File: config.mk
export PLATFORM = sky130hd
export DESIGN_NAME = cmd_parser
export DESIGN_NICKNAME = d
export VERILOG_FILES = /design/src/rtl/cmd_parser_pkg.sv /design/src/rtl/cmd_parser.sv
export SDC_FILE = /design/constraint.sdc
export NUM_CORES = 1
export LEC_CHECK = 0
export ABC_AREA = 1
export CORE_UTILIZATION = 54
export CTS_BUF_LIST = sky130_fd_sc_hd__clkbuf_4 sky130_fd_sc_hd__clkbuf_8 sky130_fd_sc_hd__clkbuf_16
export CTS_CLUSTER_DIAMETER = 40
export DETAILED_ROUTE_END_ITERATION = 10
export GPL_TIMING_DRIVEN = 0
export PLACE_DENSITY_LB_ADDON = 0.15
export SLEW_MARGIN = 10
export SYNTH_ARGS = -nofsm -noshare
export SYNTH_HDL_FRONTEND = slang
export SYNTH_SLANG_ARGS = --single-unit
File: constraint.sdc
create_clock -name i_clk -period 3.83 [get_ports i_clk]
set_clock_uncertainty 0.2 [all_clocks]
set_input_delay 0.383 -clock i_clk [delete_from_list [all_inputs] [get_ports i_clk]]
set_output_delay 0.383 -clock i_clk [all_outputs]
set_load 0.02 [all_outputs]
File: src/rtl/cmd_parser_pkg.sv
// cmd_parser_pkg: shared definitions for the host command parser.
//   - CMD_WSIZE_* word size codes carried in the opcode byte
//   - opcode bit positions and header length
//   - wsize_bytes(): word size code -> bytes per word (0 = illegal code)
//   - state_t: parser FSM state, also exported on the debug port
package cmd_parser_pkg;

   localparam logic [1:0] CMD_WSIZE_1BYTE = 2'd0;
   localparam logic [1:0] CMD_WSIZE_2BYTE = 2'd1;
   localparam logic [1:0] CMD_WSIZE_4BYTE = 2'd2;

   localparam int CMD_HDR_LEN   = 6;
   localparam int OP_WR_BIT     = 7;
   localparam int OP_AINCR_BIT  = 6;
   localparam int OP_RSVD_HI    = 5;
   localparam int OP_RSVD_LO    = 2;

   typedef enum logic [1:0] {
      ST_HDR   = 2'd0,
      ST_ISSUE = 2'd1,
      ST_DRAIN = 2'd2
   } state_t;

   function automatic logic [2:0] wsize_bytes(input logic [1:0] wsize);
      logic [2:0] b;
      case (wsize)
         CMD_WSIZE_1BYTE: b = 3'd1;
         CMD_WSIZE_2BYTE: b = 3'd2;
         CMD_WSIZE_4BYTE: b = 3'd4;
         default:         b = 3'd0;
      endcase
      return b;
   endfunction

endpackage

File: src/rtl/cmd_parser.sv
// cmd_parser: host command front end.
// Hunts for a 6-byte header (opcode, size, 32-bit little-endian address),
// presents it as a memory request on mreq, then passes exactly the write
// payload bytes through to the downstream rx stream.
//
// Ports
//   i_clk, i_rst           clock, synchronous active-high reset
//   i_in_data/valid,
//   o_in_ready             host byte stream (consumed)
//   o_pl_data/valid,
//   i_pl_ready             payload stream to cmd_wb rx
//   o_mreq_*               memory request (valid held until i_mreq_ready)
//   o_err                  one-cycle protocol error pulse
//   dbg_state              current FSM state (debug only)
//
// Handshake rule: a transfer happens on a rising edge where valid and ready
// are both high; valid never waits on ready, ready may depend on valid's
// partner only through the combinational payload pass-through.
module cmd_parser
   import cmd_parser_pkg::*;
#(
   parameter int HDR_TIMEOUT = 65535
) (
   input  logic        i_clk,
   input  logic        i_rst,
   input  logic [7:0]  i_in_data,
   input  logic        i_in_valid,
   output logic        o_in_ready,
   output logic [7:0]  o_pl_data,
   output logic        o_pl_valid,
   input  logic        i_pl_ready,
   output logic        o_mreq_valid,
   input  logic        i_mreq_ready,
   output logic        o_mreq_wr,
   output logic [1:0]  o_mreq_wsize,
   output logic        o_mreq_aincr,
   output logic [7:0]  o_mreq_size,
   output logic [31:0] o_mreq_addr,
   output logic        o_err,
   output state_t      dbg_state
);

   localparam int IW = (HDR_TIMEOUT > 1) ? $clog2(HDR_TIMEOUT + 1) : 1;
   // The idle counter holds k-1 during the k-th idle cycle, so the timeout
   // fires at the edge that ends idle cycle HDR_TIMEOUT.
   localparam logic [IW-1:0] TMO_LAST = IW'((HDR_TIMEOUT > 0) ? HDR_TIMEOUT - 1 : 0);

   state_t        state;
   logic [2:0]    idx;
   logic [9:0]    remaining;
   logic [9:0]    rem_next;
   logic [9:0]    wr_bytes;
   logic [IW-1:0] idle;
   logic          err_q;
   logic          in_ready;
   logic          pl_valid;
   logic          accept;
   logic          op_bad;

   always_comb begin
      in_ready = 1'b0;
      pl_valid = 1'b0;
      case (state)
         ST_HDR:   in_ready = 1'b1;
         ST_ISSUE: begin
            // Zero-latency pass-through; closes once the payload is used up
            // so the next header cannot leak downstream.
            in_ready = i_pl_ready && (remaining != 10'd0);
            pl_valid = i_in_valid && (remaining != 10'd0);
         end
         ST_DRAIN: in_ready = 1'b1;
         default:  in_ready = 1'b0;
      endcase
   end

   assign accept   = i_in_valid && in_ready;
   assign rem_next = remaining - 10'(accept);
   assign op_bad   = (i_in_data[OP_RSVD_HI:OP_RSVD_LO] != '0) ||
                     (wsize_bytes(i_in_data[1:0]) == 3'd0);
   // Opcode and size are already latched when the last address byte lands.
   assign wr_bytes = o_mreq_wr ? 10'(o_mreq_size) * 10'(wsize_bytes(o_mreq_wsize)) : 10'd0;

   assign o_in_ready   = in_ready;
   assign o_pl_valid   = pl_valid;
   assign o_pl_data    = i_in_data;
   assign o_mreq_valid = (state == ST_ISSUE);
   assign o_err        = err_q;
   assign dbg_state    = state;

   always_ff @(posedge i_clk) begin
      if (i_rst) begin
         state        <= ST_HDR;
         idx          <= 3'd0;
         remaining    <= 10'd0;
         idle         <= '0;
         err_q        <= 1'b0;
         o_mreq_wr    <= 1'b0;
         o_mreq_aincr <= 1'b0;
         o_mreq_wsize <= 2'd0;
         o_mreq_size  <= 8'd0;
         o_mreq_addr  <= 32'd0;
      end else begin
         err_q <= 1'b0;
         case (state)
            ST_HDR: begin
               if (accept) begin
                  idle <= '0;
                  case (idx)
                     3'd0: begin
                        if (op_bad) begin
                           err_q <= 1'b1;  // byte dropped, keep hunting at B0
                        end else begin
                           o_mreq_wr    <= i_in_data[OP_WR_BIT];
                           o_mreq_aincr <= i_in_data[OP_AINCR_BIT];
                           o_mreq_wsize <= i_in_data[1:0];
                           idx          <= 3'd1;
                        end
                     end
                     3'd1: begin o_mreq_size        <= i_in_data; idx <= 3'd2; end
                     3'd2: begin o_mreq_addr[7:0]   <= i_in_data; idx <= 3'd3; end
                     3'd3: begin o_mreq_addr[15:8]  <= i_in_data; idx <= 3'd4; end
                     3'd4: begin o_mreq_addr[23:16] <= i_in_data; idx <= 3'd5; end
                     default: begin
                        o_mreq_addr[31:24] <= i_in_data;
                        idx                <= 3'd0;
                        remaining          <= wr_bytes;
                        state              <= ST_ISSUE;
                     end
                  endcase
               end else if (idx == 3'd0 || HDR_TIMEOUT == 0) begin
                  idle <= '0;
               end else if (idle == TMO_LAST) begin
                  idle  <= '0;
                  idx   <= 3'd0;
                  err_q <= 1'b1;
               end else begin
                  idle <= idle + IW'(1);
               end
            end
            ST_ISSUE: begin
               remaining <= rem_next;
               if (i_mreq_ready) begin
                  // Last payload byte in the same cycle as completion is fine.
                  if (rem_next == 10'd0) begin
                     state <= ST_HDR;
                  end else begin
                     err_q <= 1'b1;
                     state <= ST_DRAIN;
                  end
               end
            end
            ST_DRAIN: begin
               remaining <= rem_next;
               if (rem_next == 10'd0) state <= ST_HDR;
            end
            default: state <= ST_HDR;
         endcase
      end
   end

endmodule

**Sequential cells grouped by signal name**

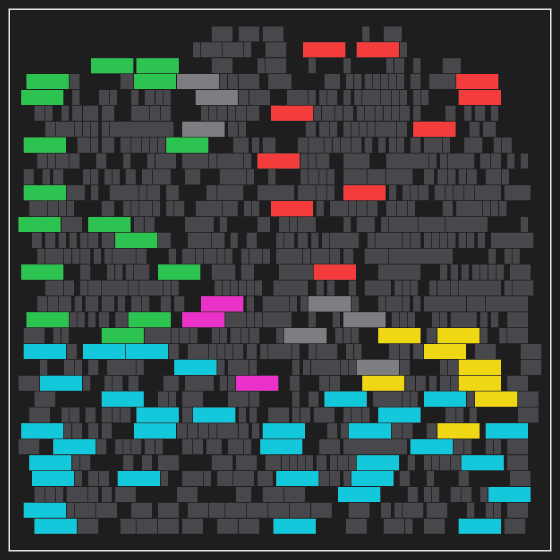
| name in the netlist | color | placed flops |
|---|---|---|
| `o_mreq_addr` | cyan | 32 |
| `remaining` | red | 10 |
| `idle` | green | 16 |
| `o_mreq_size` | yellow | 8 |
| `idx` | magenta | 3 |
Seq. cell area: 0.00152 mm²
Seq/total area: 27.8%

**Cells by drive strength**

Scale bar: 20 µm.
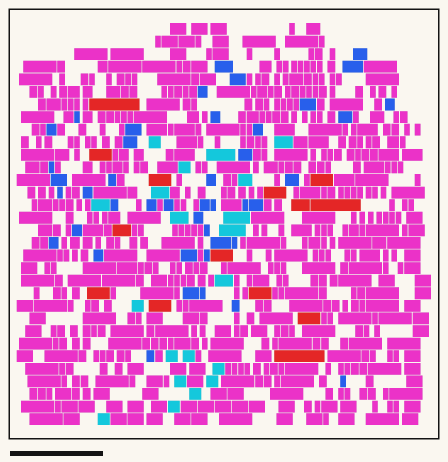
| size | color | cells | share |
|---|---|---|---|
| x1 and smaller | magenta | 631 | 89% |
| x2 | blue | 43 | 6.1% |
| x6 and larger | red | 14 | 2.0% |
| x3 and x4 | cyan | 20 | 2.8% |
non-clock buffer total of the final layout: 92
synthesis-to-layout area growth: 23.9%

==> impl_metrics.yaml <==
# synthesis and place-and-route metrics
status:
  status: "finished clean"
synthesis:
  synth_top_area_share_pct: 34.4
  async_reset_ff_share_pct: 0
  netlist_instances: 624
  synthTopCellsByArea: "dfxtp_1, nand2_1, a21oi_1"
  aoi_share_pct: 15.2
  mux_share_pct: 0
  yosysUniqueCellTypes: 46
final_layout:
  layout.area.comb_mm2: 0.00249
  final_cells: 810
  lay_top_cells: "nand2_1, nor2_1, dfxtp_1"
  fillCellCount: 653
  comb_cells: 453
route:
  num_vias: 4345
  drc: 0
  route.met2.wl_um: 5580
  drt_iter0_markers: 209
sta:
  rsz0062_at_grt: "false"
  whs_ps: 159
  fin_crit_sh_pct: 87.0
  setup_viol: 0
  drv_slew: 0
critical_path:
  cp.depth: 15
  path_cells: "inv_1, nor2_1, nand2_1, fa_1, inv_1, ha_1, a21oi_1, nand2_1, nand2_1, o21ai_0, nand2_1, nand2_1, or2_2, a21oi_1, nor2_1"
  timing.rr.end: "remaining[9]"
  crit_type: "reg -> reg"
clock_tree:
  clkSinkCount: 76
  cts_inserted_buffers: 9
pwr:
  pg_comb_w: 0.000936
  p_int_w: 0.00160
place:
  placed_cell_area_mm2: 0.00524
global_route:
  grt_pass1_vias: 4088
floorplanning:
  ios: 71
  fp_util_pct: 56.7
**Clock distribution**

Scale bar: 20 µm.
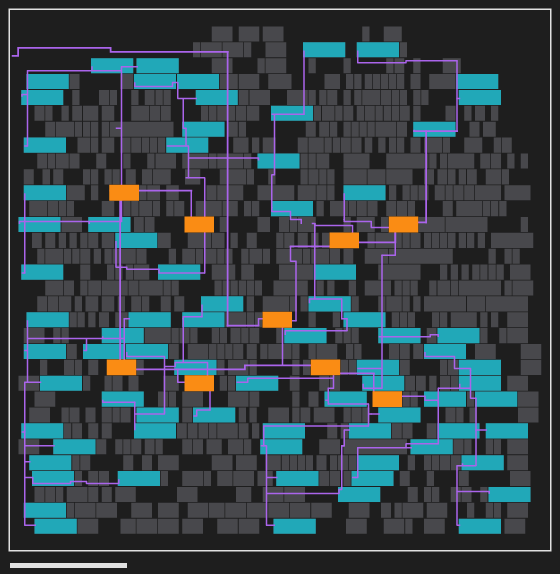
[flip-flops] cyan | count: 76
[clock wires] purple | length: 999 µm
[clock-net drivers] orange | count: 9
routed clock nets: 10
flops lie: widely spread
Clk pwr share: 28.8%
Late-Pin Clk Latency: 350 ps
clock network power: 0.000741 W

Power figures rest on the tool's default switching activity, not on a simulated workload.
